**Run 1: M3 wires**

Scale: 3 px per um. Cells faint in the background.
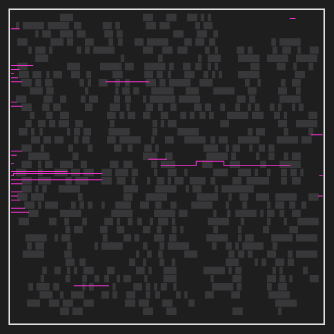
**Run 1: cell classes on the final placement**

Scale: 4 px per um.
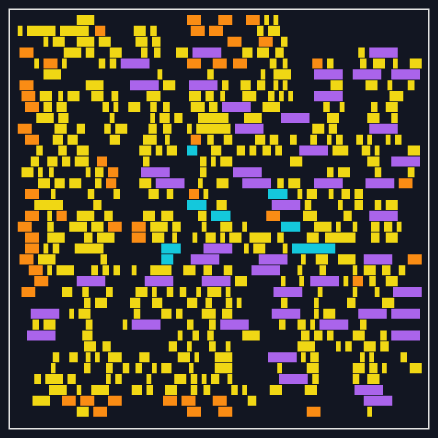
**Run 1: where the registers sit**

Scale: 4 px per um.
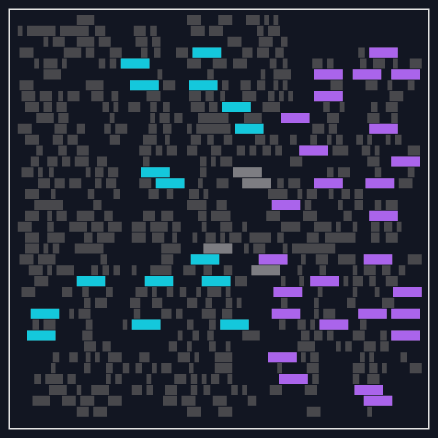
### src/rtl/bcd_time_counter.sv
// BCD SS / MM:SS / HH:MM:SS counter with prescaler, load, field edit, strobes.
// Define ALARM_MATCH_EN to build the registered alarm-equality pulse on match_o.
module bcd_time_counter #(
  parameter int TICK_DIV = 100_000_000,
  parameter int NFIELDS  = 2,
  parameter int TOP_MOD  = 60,
  localparam int W       = 8*NFIELDS
) (
  input  logic         clk,
  input  logic         resetn,
  input  logic         run,
  input  logic         load_valid,
  input  logic [W-1:0] load_time,
  input  logic         edit_inc,
  input  logic         edit_dec,
  input  logic [1:0]   field_sel,
  input  logic [W-1:0] alarm_time,
  output logic [W-1:0] time_o,
  output logic         tick_o,
  output logic         wrap_o,
  output logic         load_err,
  output logic         match_o
);

  localparam int PW = (TICK_DIV > 1) ? $clog2(TICK_DIV) : 1;
  localparam logic [PW-1:0] PRE_MAX = PW'(TICK_DIV - 1);

  function automatic int fmod(int i);
    return (i == NFIELDS - 1) ? TOP_MOD : 60;
  endfunction

  function automatic logic [7:0] to_bcd(int v);
    logic [3:0] hi;
    logic [3:0] lo;
    hi = 4'(v / 10);
    lo = 4'(v % 10);
    return {hi, lo};
  endfunction

  function automatic logic [7:0] bcd_inc(logic [7:0] f, int m);
    if (f == to_bcd(m - 1)) return 8'h00;
    if (f[3:0] == 4'd9) return {f[7:4] + 4'd1, 4'h0};
    return {f[7:4], f[3:0] + 4'd1};
  endfunction

  function automatic logic [7:0] bcd_dec(logic [7:0] f, int m);
    if (f == 8'h00) return to_bcd(m - 1);
    if (f[3:0] == 4'd0) return {f[7:4] - 4'd1, 4'h9};
    return {f[7:4], f[3:0] - 4'd1};
  endfunction

  function automatic logic fld_ok(logic [7:0] f, int m);
    int v;
    if (f[7:4] > 4'd9 || f[3:0] > 4'd9) return 1'b0;
    v = int'(f[7:4]) * 10 + int'(f[3:0]);
    return v < m;
  endfunction

  logic [W-1:0]  r_time;
  logic [PW-1:0] r_pre;
  logic          r_pend;
  logic          r_tick;
  logic          r_wrap;
  logic          r_err;

  logic [W-1:0]  w_tick_time;
  logic [W-1:0]  w_edit_time;
  logic [W-1:0]  w_time_nxt;
  logic [PW-1:0] w_pre_nxt;
  logic          w_pend_nxt;
  logic          w_tick_nxt;
  logic          w_wrap_nxt;
  logic          w_err_nxt;
  logic          w_carry;
  logic          w_tick_ev;
  logic          w_tick_req;
  logic          w_edit_ok;
  logic          w_load_ok;
  logic          w_load_acc;

  assign w_tick_ev  = run && (r_pre == PRE_MAX);
  assign w_tick_req = w_tick_ev || r_pend;
  assign w_edit_ok  = (edit_inc ^ edit_dec) && (int'(field_sel) < NFIELDS);
  assign w_load_acc = load_valid && w_load_ok;

  // Ripple the seconds increment up; carry survives only through wrapping fields
  always_comb begin
    w_tick_time = r_time;
    w_carry     = 1'b1;
    for (int i = 0; i < NFIELDS; i++) begin
      if (w_carry) begin
        w_tick_time[8*i +: 8] = bcd_inc(r_time[8*i +: 8], fmod(i));
        w_carry = (r_time[8*i +: 8] == to_bcd(fmod(i) - 1));
      end
    end
  end

  always_comb begin
    w_edit_time = r_time;
    w_load_ok   = 1'b1;
    for (int i = 0; i < NFIELDS; i++) begin
      if (int'(field_sel) == i) begin
        w_edit_time[8*i +: 8] = edit_inc ?
          bcd_inc(r_time[8*i +: 8], fmod(i)) :
          bcd_dec(r_time[8*i +: 8], fmod(i));
      end
      if (!fld_ok(load_time[8*i +: 8], fmod(i))) w_load_ok = 1'b0;
    end
  end

  always_comb begin
    w_time_nxt = r_time;
    w_pend_nxt = r_pend;
    w_tick_nxt = 1'b0;
    w_wrap_nxt = 1'b0;
    w_err_nxt  = 1'b0;
    if (!run)                w_pre_nxt = r_pre;
    else if (r_pre == PRE_MAX) w_pre_nxt = '0;
    else                     w_pre_nxt = r_pre + 1'b1;
    // A tick that cannot be applied this cycle is deferred via pend
    if (w_load_acc) begin
      w_time_nxt = load_time;
      w_pre_nxt  = '0;
      w_pend_nxt = 1'b0;
    end else if (load_valid) begin
      w_err_nxt  = 1'b1;
      w_pend_nxt = w_tick_req;
    end else if (w_edit_ok) begin
      w_time_nxt = w_edit_time;
      w_pend_nxt = w_tick_req;
    end else if (w_tick_req) begin
      w_time_nxt = w_tick_time;
      w_tick_nxt = 1'b1;
      w_wrap_nxt = w_carry;
      w_pend_nxt = 1'b0;
    end
  end

  always_ff @(posedge clk) begin
    if (resetn) begin
      r_time <= '0;
      r_pre  <= '0;
      r_pend <= 1'b0;
      r_tick <= 1'b0;
      r_wrap <= 1'b0;
      r_err  <= 1'b0;
    end else begin
      r_time <= w_time_nxt;
      r_pre  <= w_pre_nxt;
      r_pend <= w_pend_nxt;
      r_tick <= w_tick_nxt;
      r_wrap <= w_wrap_nxt;
      r_err  <= w_err_nxt;
    end
  end

  assign time_o   = r_time;
  assign tick_o   = r_tick;
  assign wrap_o   = r_wrap;
  assign load_err = r_err;

`ifdef ALARM_MATCH_EN
  logic r_match;
  logic w_eq_now;
  logic w_eq_nxt;

  assign w_eq_now = (r_time == alarm_time);
  assign w_eq_nxt = (w_time_nxt == alarm_time);

  // Rising edge of equality, plus any accepted load landing on the alarm
  always_ff @(posedge clk) begin
    if (resetn) r_match <= 1'b0;
    else        r_match <= w_eq_nxt && (!w_eq_now || w_load_acc);
  end

  assign match_o = r_match;
`else
  logic w_unused_alarm;
  assign w_unused_alarm = ^alarm_time;
  assign match_o = 1'b0;
`endif

endmodule

### config.mk
export PLATFORM = sky130hd
export DESIGN_NAME = bcd_time_counter
export DESIGN_NICKNAME = d
export VERILOG_FILES = /design/src/rtl/bcd_time_counter.sv
export SDC_FILE = /design/constraint.sdc
export NUM_CORES = 1
export LEC_CHECK = 0
export CELL_PAD_IN_SITES_DETAIL_PLACEMENT = 1
export CELL_PAD_IN_SITES_GLOBAL_PLACEMENT = 2
export CORE_UTILIZATION = 34
export CTS_CLUSTER_DIAMETER = 50
export CTS_CLUSTER_SIZE = 24
export DETAILED_ROUTE_END_ITERATION = 10
export PLACE_DENSITY_LB_ADDON = 0.1
export REMOVE_ABC_BUFFERS = 1
export SYNTH_ARGS = -nofsm -noshare
export SYNTH_HDL_FRONTEND = slang
export SYNTH_SLANG_ARGS = --single-unit
export TNS_END_PERCENT = 10
### constraint.sdc
create_clock -name clk -period 4.4 [get_ports clk]
set_input_delay 0.88 -clock clk [delete_from_list [all_inputs] [get_ports clk]]
set_output_delay 0.88 -clock clk [all_outputs]
set_load 0.05 [all_outputs]
==> results_tabular.tex, run 1 <==
% Auto-generated results table
\begin{tabular}{lr}
\hline
Metric & Value \\
\hline
\multicolumn{2}{l}{\textbf{Setup path}} \\
Master of the slowest instance on the critical path & sky130\_fd\_sc\_hd\_\_clkdlybuf4s50\_1 \\
Worst Path Class, Setup & in2reg \\
Longest individual stage delay on the worst path & 0.54 ns \\
Worst setup path endpoint & time\_o[7]\$\_SDFFE\_PP0P\_ \\
Cell count of the worst reg-to-reg path & 7 \\
Setup slack of the most critical reg-to-reg path & 2.03 ns \\
\multicolumn{2}{l}{\textbf{Placement}} \\
Buffers added on ports & 42 \\
Final HPWL from detailed placement & 7.96 mm \\
Cell total after placement & 611 \\
Placed inst area & 4150 um\^{}2 \\
\multicolumn{2}{l}{\textbf{Detailed routing}} \\
Drt drc & 0 \\
Detailed route wirelength on metal2 & 5.00 mm \\
Via-to-Cell Ratio & 5.45 \\
DRT met1 WL & 4.92 mm \\
Number of detailed-route iterations in the first pass & 4 \\
Post-Route WL & 10.2 mm \\
Routed vias & 3372 \\
First DRT Iteration DRCs & 124 \\
Top layer used by detailed routing & met4 \\
\multicolumn{2}{l}{\textbf{Synthesis}} \\
Yosys cell count & 443 \\
Most numerous cell in the Yosys netlist & sky130\_fd\_sc\_hd\_\_dfxtp\_1 \\
Average size of a mapped cell & 8.06 um\^{}2 \\
Synthesized chip area reported by yosys & 3570 um\^{}2 \\
Leading post-synthesis cells by cell area & sky130\_fd\_sc\_hd\_\_dfxtp\_1 26\%, sky130\_fd\_sc\_hd\_\_ha\_1 8.1\%, sky130\_fd\_sc\_hd\_\_xor2\_1 5.4\% \\
Area fraction in mux cells & 0.0112 \\
Async set-reset flop share out of synthesis & 0 \\
Post-synth tally of flip-flops with integrated enable & 0 \\
Sequential-to-total area share from yosys stat & 0.263 \\
XORs/XNORs by Area & 0.0883 \\
Synthesized-area fraction occupied by adder cells & 0.103 \\
Top area contributor share & 0.263 \\
Simple-gate share of the synthesized area & 0.303 \\
Distinct cells, synth & 71 \\
FF+latch count, synth & 47 \\
Aoi/oai-family share of the synthesized area & 0.182 \\
Mapped Area & 3570 um\^{}2 \\
\multicolumn{2}{l}{\textbf{Clock network}} \\
CTS Buf Count & 5 \\
Number of resized instances in the post-cts repair step & 0 \\
Clock transition at the registers of the reported paths & 0.10 ns \\
\# H-tree levels & 2 \\
Cts hold-fix bufs & 0 \\
Clock tree from TritonCTS & done \\
Clock buffer depth & 2 \\
Root Driver & sky130\_fd\_sc\_hd\_\_clkbuf\_8 \\
\multicolumn{2}{l}{\textbf{Power and ir drop}} \\
Int Power & 695 uW \\
Total power divided by cell area & 234 nW/um\^{}2 \\
\multicolumn{2}{l}{\textbf{Final timing}} \\
Hold Fails Final Rpt & 0 \\
Worst rel slew slack & 0.480 \\
Min Hold Slack & 0.503 ns \\
Max frequency & 263 MHz \\
Count of endpoints failing setup in the final report & 0 \\
Slew at the pin closest to its max-slew limit & 0.773 ns \\
Worst path setup slack after routing & 0.595 ns \\
Setup total negative slack & 0 ns \\
RSZ-0062 raised after global routing & false \\
Final Slew Violations & 0 \\
\multicolumn{2}{l}{\textbf{Global route}} \\
Via count of the first global-routing pass & 3510 \\
Largest net degree at the start of global routing & 34 \\
Most heavily used metal layer in global routing & met2 \\
Met3 track utilization from global routing & 0.0263 \\
Wire length of the first global-routing pass & 17.0 mm \\
Met1 global-route usage & 0.240 \\
\multicolumn{2}{l}{\textbf{Flow run}} \\
Max-capacitance violation count & 0 \\
\multicolumn{2}{l}{\textbf{Finish}} \\
Area growth from synthesis to layout & 19.4\% \\
Count of antenna diodes in the layout & 0 \\
Flip-flops & 47 \\
Number of clock buffers in the layout & 5 \\
Non-clock inverter count & 21 \\
Dominant kind of cell & combinational gates \\
Proportion of layout cells with a drive suffix above 1 & 0.0766 \\
Non-clock buffer area fraction after layout & 0.114 \\
Most frequent standard cell in the layout excluding fill and tap cells & sky130\_fd\_sc\_hd\_\_dfxtp\_1 \\
Comb area & 2470 um\^{}2 \\
Commonest cells after routing, fill and taps aside & 47 x sky130\_fd\_sc\_hd\_\_dfxtp\_1, 44 x sky130\_fd\_sc\_hd\_\_nand2\_1, 42 x sky130\_fd\_sc\_hd\_\_clkdlybuf4s50\_1, 38 x sky130\_fd\_sc\_hd\_\_nor3\_1, 25 x sky130\_fd\_sc\_hd\_\_nor2\_1 \\
\multicolumn{2}{l}{\textbf{Floorplanning}} \\
Die boundary width & 105 um \\
Floorplan core area & 10300 um\^{}2 \\
Die Y & 105 um \\
TAP cells & 136 \\
\multicolumn{2}{l}{\textbf{Outcome}} \\
Result of the run & finished clean \\
\multicolumn{2}{l}{\textbf{Worst hold path}} \\
Worst-case hold path end point & r\_pre[1]\$\_SDFFE\_PP0P\_ \\
\hline
\end{tabular}
## Picture notes: 'M3 wires'
The wires run mostly horizontal. The layer holds 2.1% of the routed length. The longest straight run is 30.1 um. 27 nets have wire on it. The layer carries 215 um of wire.

## Picture notes: 'cell classes on the final placement'
clock drivers and dummy loads: shown in cyan, cells 8, share of their area 2.8%. remaining logic cells: shown in yellow, cells 377, share of their area 62%. registers: shown in purple, cells 47, share of their area 23%. remaining buffers and delay cells: shown in orange, cells 51, share of their area 12%.

## Picture notes: 'where the registers sit'
time_o: shown in cyan, sequential cells 16. r_pre: shown in purple, sequential cells 27.
Seq. pwr: 448 uW
sequential share of cell area: 0.221
core utilization of the finished layout: 0.415
Register Area: 941 um^2

run 1: power groups by stage:
stage,registers [mW],clock network [mW],logic (mW)
3_5_place_dp,0.458,0,0.220
3_3_place_gp,0.458,0,0.214
2_1_floorplan,0.473,0,0.116
5_1_grt,0.450,0.361,0.243
4_1_cts,0.448,0.343,0.221
6_report,0.448,0.329,0.219
run 1: flip-flops by register name, summed over array words and instances, names as in the netlist:
name / count
r_pre: 27
time_o: 16
load_err: 1
r_pend: 1
tick_o: 1
wrap_o: 1
run 1: critical path, delay by kind of cell:
| kind | cells | cell delay, ns |
|---|---|---|
| xor+xnor | 1 | 0.19 |
| fa+ha+maj | 3 | 0.99 |
| simple gates | 1 | 0.06 |
| buf+inv | 2 | 0.80 |
| compound gates | 3 | 1.06 |
==> run 2: changes to the inputs <==
clock period = 4.41 ns   (was 4.4 ns; I/O delays follow)
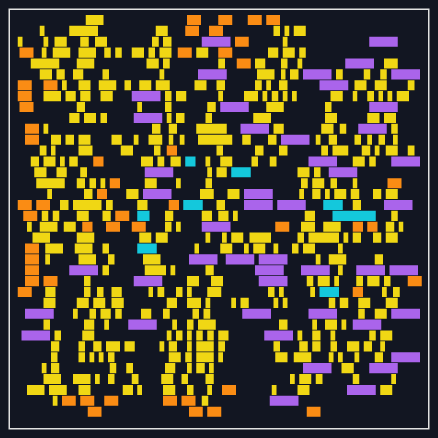
**Above:** run 2 (cell classes on the final placement).
Scale: 4 px per um.
remaining buffers and delay cells: shown in orange, cells 51, share of their area 12%. remaining logic cells: shown in yellow, cells 377, share of their area 62%. clock drivers and dummy loads: shown in cyan, cells 8, share of their area 2.8%. registers: shown in purple, cells 47, share of their area 23%.
Finished Cell Area: 4270 um^2
# rows: 37
floorplan core area: 10300 um^2

==> run 2 against run 1 <==
- cell area stayed put
- sequential cell count did not move
- setup slack improved by 0.0097 ns
- clock skew shrank 0.0014 ns
- clock power increased by 2%
- critical path type unchanged
==> results_tabular.tex, run 2 <==
% Auto-generated results table
\begin{tabular}{lr}
\hline
Metric & Value \\
\hline
\multicolumn{2}{l}{\textbf{Outcome}} \\
Result of the run & finished clean \\
\multicolumn{2}{l}{\textbf{Global route}} \\
Most heavily used metal layer in global routing & met2 \\
Largest net degree at the start of global routing & 34 (unchanged) \\
Wire length of the first global-routing pass & 16.9 mm (-0.53\%) \\
Met1 global-route usage & 0.240 (about the same) \\
\multicolumn{2}{l}{\textbf{Synthesis}} \\
Sequential-to-total area share from yosys stat & 0.263 (unchanged) \\
Mapped Area & 3570 um\^{}2 (unchanged) \\
FF+latch count, synth & 47 (unchanged) \\
Average size of a mapped cell & 8.06 um\^{}2 (unchanged) \\
Synthesized-area fraction occupied by adder cells & 0.103 (unchanged) \\
Most numerous cell in the Yosys netlist & sky130\_fd\_sc\_hd\_\_dfxtp\_1 \\
Yosys cell count & 443 (unchanged) \\
Top area contributor share & 0.263 (unchanged) \\
Synthesized chip area reported by yosys & 3570 um\^{}2 (unchanged) \\
Area fraction in mux cells & 0.0112 (unchanged) \\
Simple-gate share of the synthesized area & 0.303 (unchanged) \\
Async set-reset flop share out of synthesis & 0 (unchanged) \\
Distinct cells, synth & 71 (unchanged) \\
Post-synth tally of flip-flops with integrated enable & 0 (unchanged) \\
\multicolumn{2}{l}{\textbf{Detailed routing}} \\
DRT met1 WL & 4.68 mm (-4.7\%) \\
Number of detailed-route iterations in the first pass & 4 (unchanged) \\
Post-Route WL & 10.2 mm (-0.16\%) \\
First DRT Iteration DRCs & 95 (-23\%) \\
Routed vias & 3409 (+1.1\%) \\
Drt drc & 0 (unchanged) \\
\multicolumn{2}{l}{\textbf{Clock network}} \\
Clock tree from TritonCTS & done \\
Cts hold-fix bufs & 0 (unchanged) \\
CTS Buf Count & 5 (unchanged) \\
Number of resized instances in the post-cts repair step & 0 (unchanged) \\
Root Driver & sky130\_fd\_sc\_hd\_\_clkbuf\_8 \\
\# H-tree levels & 2 (unchanged) \\
\multicolumn{2}{l}{\textbf{Finish}} \\
Top register by number of flip-flops & r\_pre \\
Most frequent standard cell in the layout excluding fill and tap cells & sky130\_fd\_sc\_hd\_\_dfxtp\_1 \\
Commonest cells after routing, fill and taps aside & 47 x sky130\_fd\_sc\_hd\_\_dfxtp\_1, 44 x sky130\_fd\_sc\_hd\_\_nand2\_1, 42 x sky130\_fd\_sc\_hd\_\_clkdlybuf4s50\_1, 38 x sky130\_fd\_sc\_hd\_\_nor3\_1, 25 x sky130\_fd\_sc\_hd\_\_nor2\_1 \\
Sequential share of cell area & 0.221 (unchanged) \\
Number of clock buffers in the layout & 5 (unchanged) \\
Non-clock buffer area fraction after layout & 0.114 (unchanged) \\
Flip-flops & 47 (unchanged) \\
Register Area & 941 um\^{}2 (unchanged) \\
Area growth from synthesis to layout & 19.4\% (unchanged) \\
Dominant kind of cell & combinational gates \\
Flip-flop count of the largest register, all copies and words added & 27 (unchanged) \\
Comb area & 2470 um\^{}2 (unchanged) \\
Proportion of layout cells with a drive suffix above 1 & 0.0766 (unchanged) \\
Count of antenna diodes in the layout & 0 (unchanged) \\
\multicolumn{2}{l}{\textbf{Final timing}} \\
Max frequency & 263 MHz \\
Min Hold Slack & 0.516 ns (+0.0129 ns) \\
RSZ-0062 raised after global routing & false \\
Count of endpoints failing setup in the final report & 0 (unchanged) \\
\multicolumn{2}{l}{\textbf{Placement}} \\
Placed inst area & 4150 um\^{}2 (unchanged) \\
Cell total after placement & 611 (unchanged) \\
\multicolumn{2}{l}{\textbf{Floorplanning}} \\
Die Y & 105 um (unchanged) \\
TAP cells & 136 (unchanged) \\
Die boundary width & 105 um (unchanged) \\
\multicolumn{2}{l}{\textbf{Setup path}} \\
Longest individual stage delay on the worst path & 0.52 ns (-0.02 ns) \\
Kind of cell with the highest combined delay on the critical path & adder cells \\
Buffer-and-inverter tally for the worst setup path & 2 (unchanged) \\
\multicolumn{2}{l}{\textbf{Flow run}} \\
Max-capacitance violation count & 0 (unchanged) \\
\multicolumn{2}{l}{\textbf{Power and ir drop}} \\
Total power divided by cell area & 235 nW/um\^{}2 (+0.65\%) \\
\hline
\end{tabular}
==> run 2: cell counts in the layout (fill, tap and decap cells not counted) <==
Identical to the previous run, type by type.
==> run 2: final timing paths <==
check                           cells after the start                 endpoint                   start  slack [ns]
worst max-delay path                               10   r_pre[14]$_SDFFE_PP0P_           load_time[13]        0.60
worst min register to register                      2    r_pre[1]$_SDFFE_PP0P_   r_pre[1]$_SDFFE_PP0P_        0.52
worst min-delay path                                2    r_pre[1]$_SDFFE_PP0P_   r_pre[1]$_SDFFE_PP0P_        0.52
worst max register to register                      7  time_o[12]$_SDFFE_PP0P_  time_o[0]$_SDFFE_PP0P_        2.05
==> run 2: power breakdown <==
group	switching [mW]	leakage, nW	internal, mW
combinational	0.129	1.08	0.0897
clock	0.166	0.0548	0.171
sequential	0.0151	0.380	0.432
total	0.310	1.51	0.692
Power figures rest on the tool's default switching activity, not on a simulated workload.
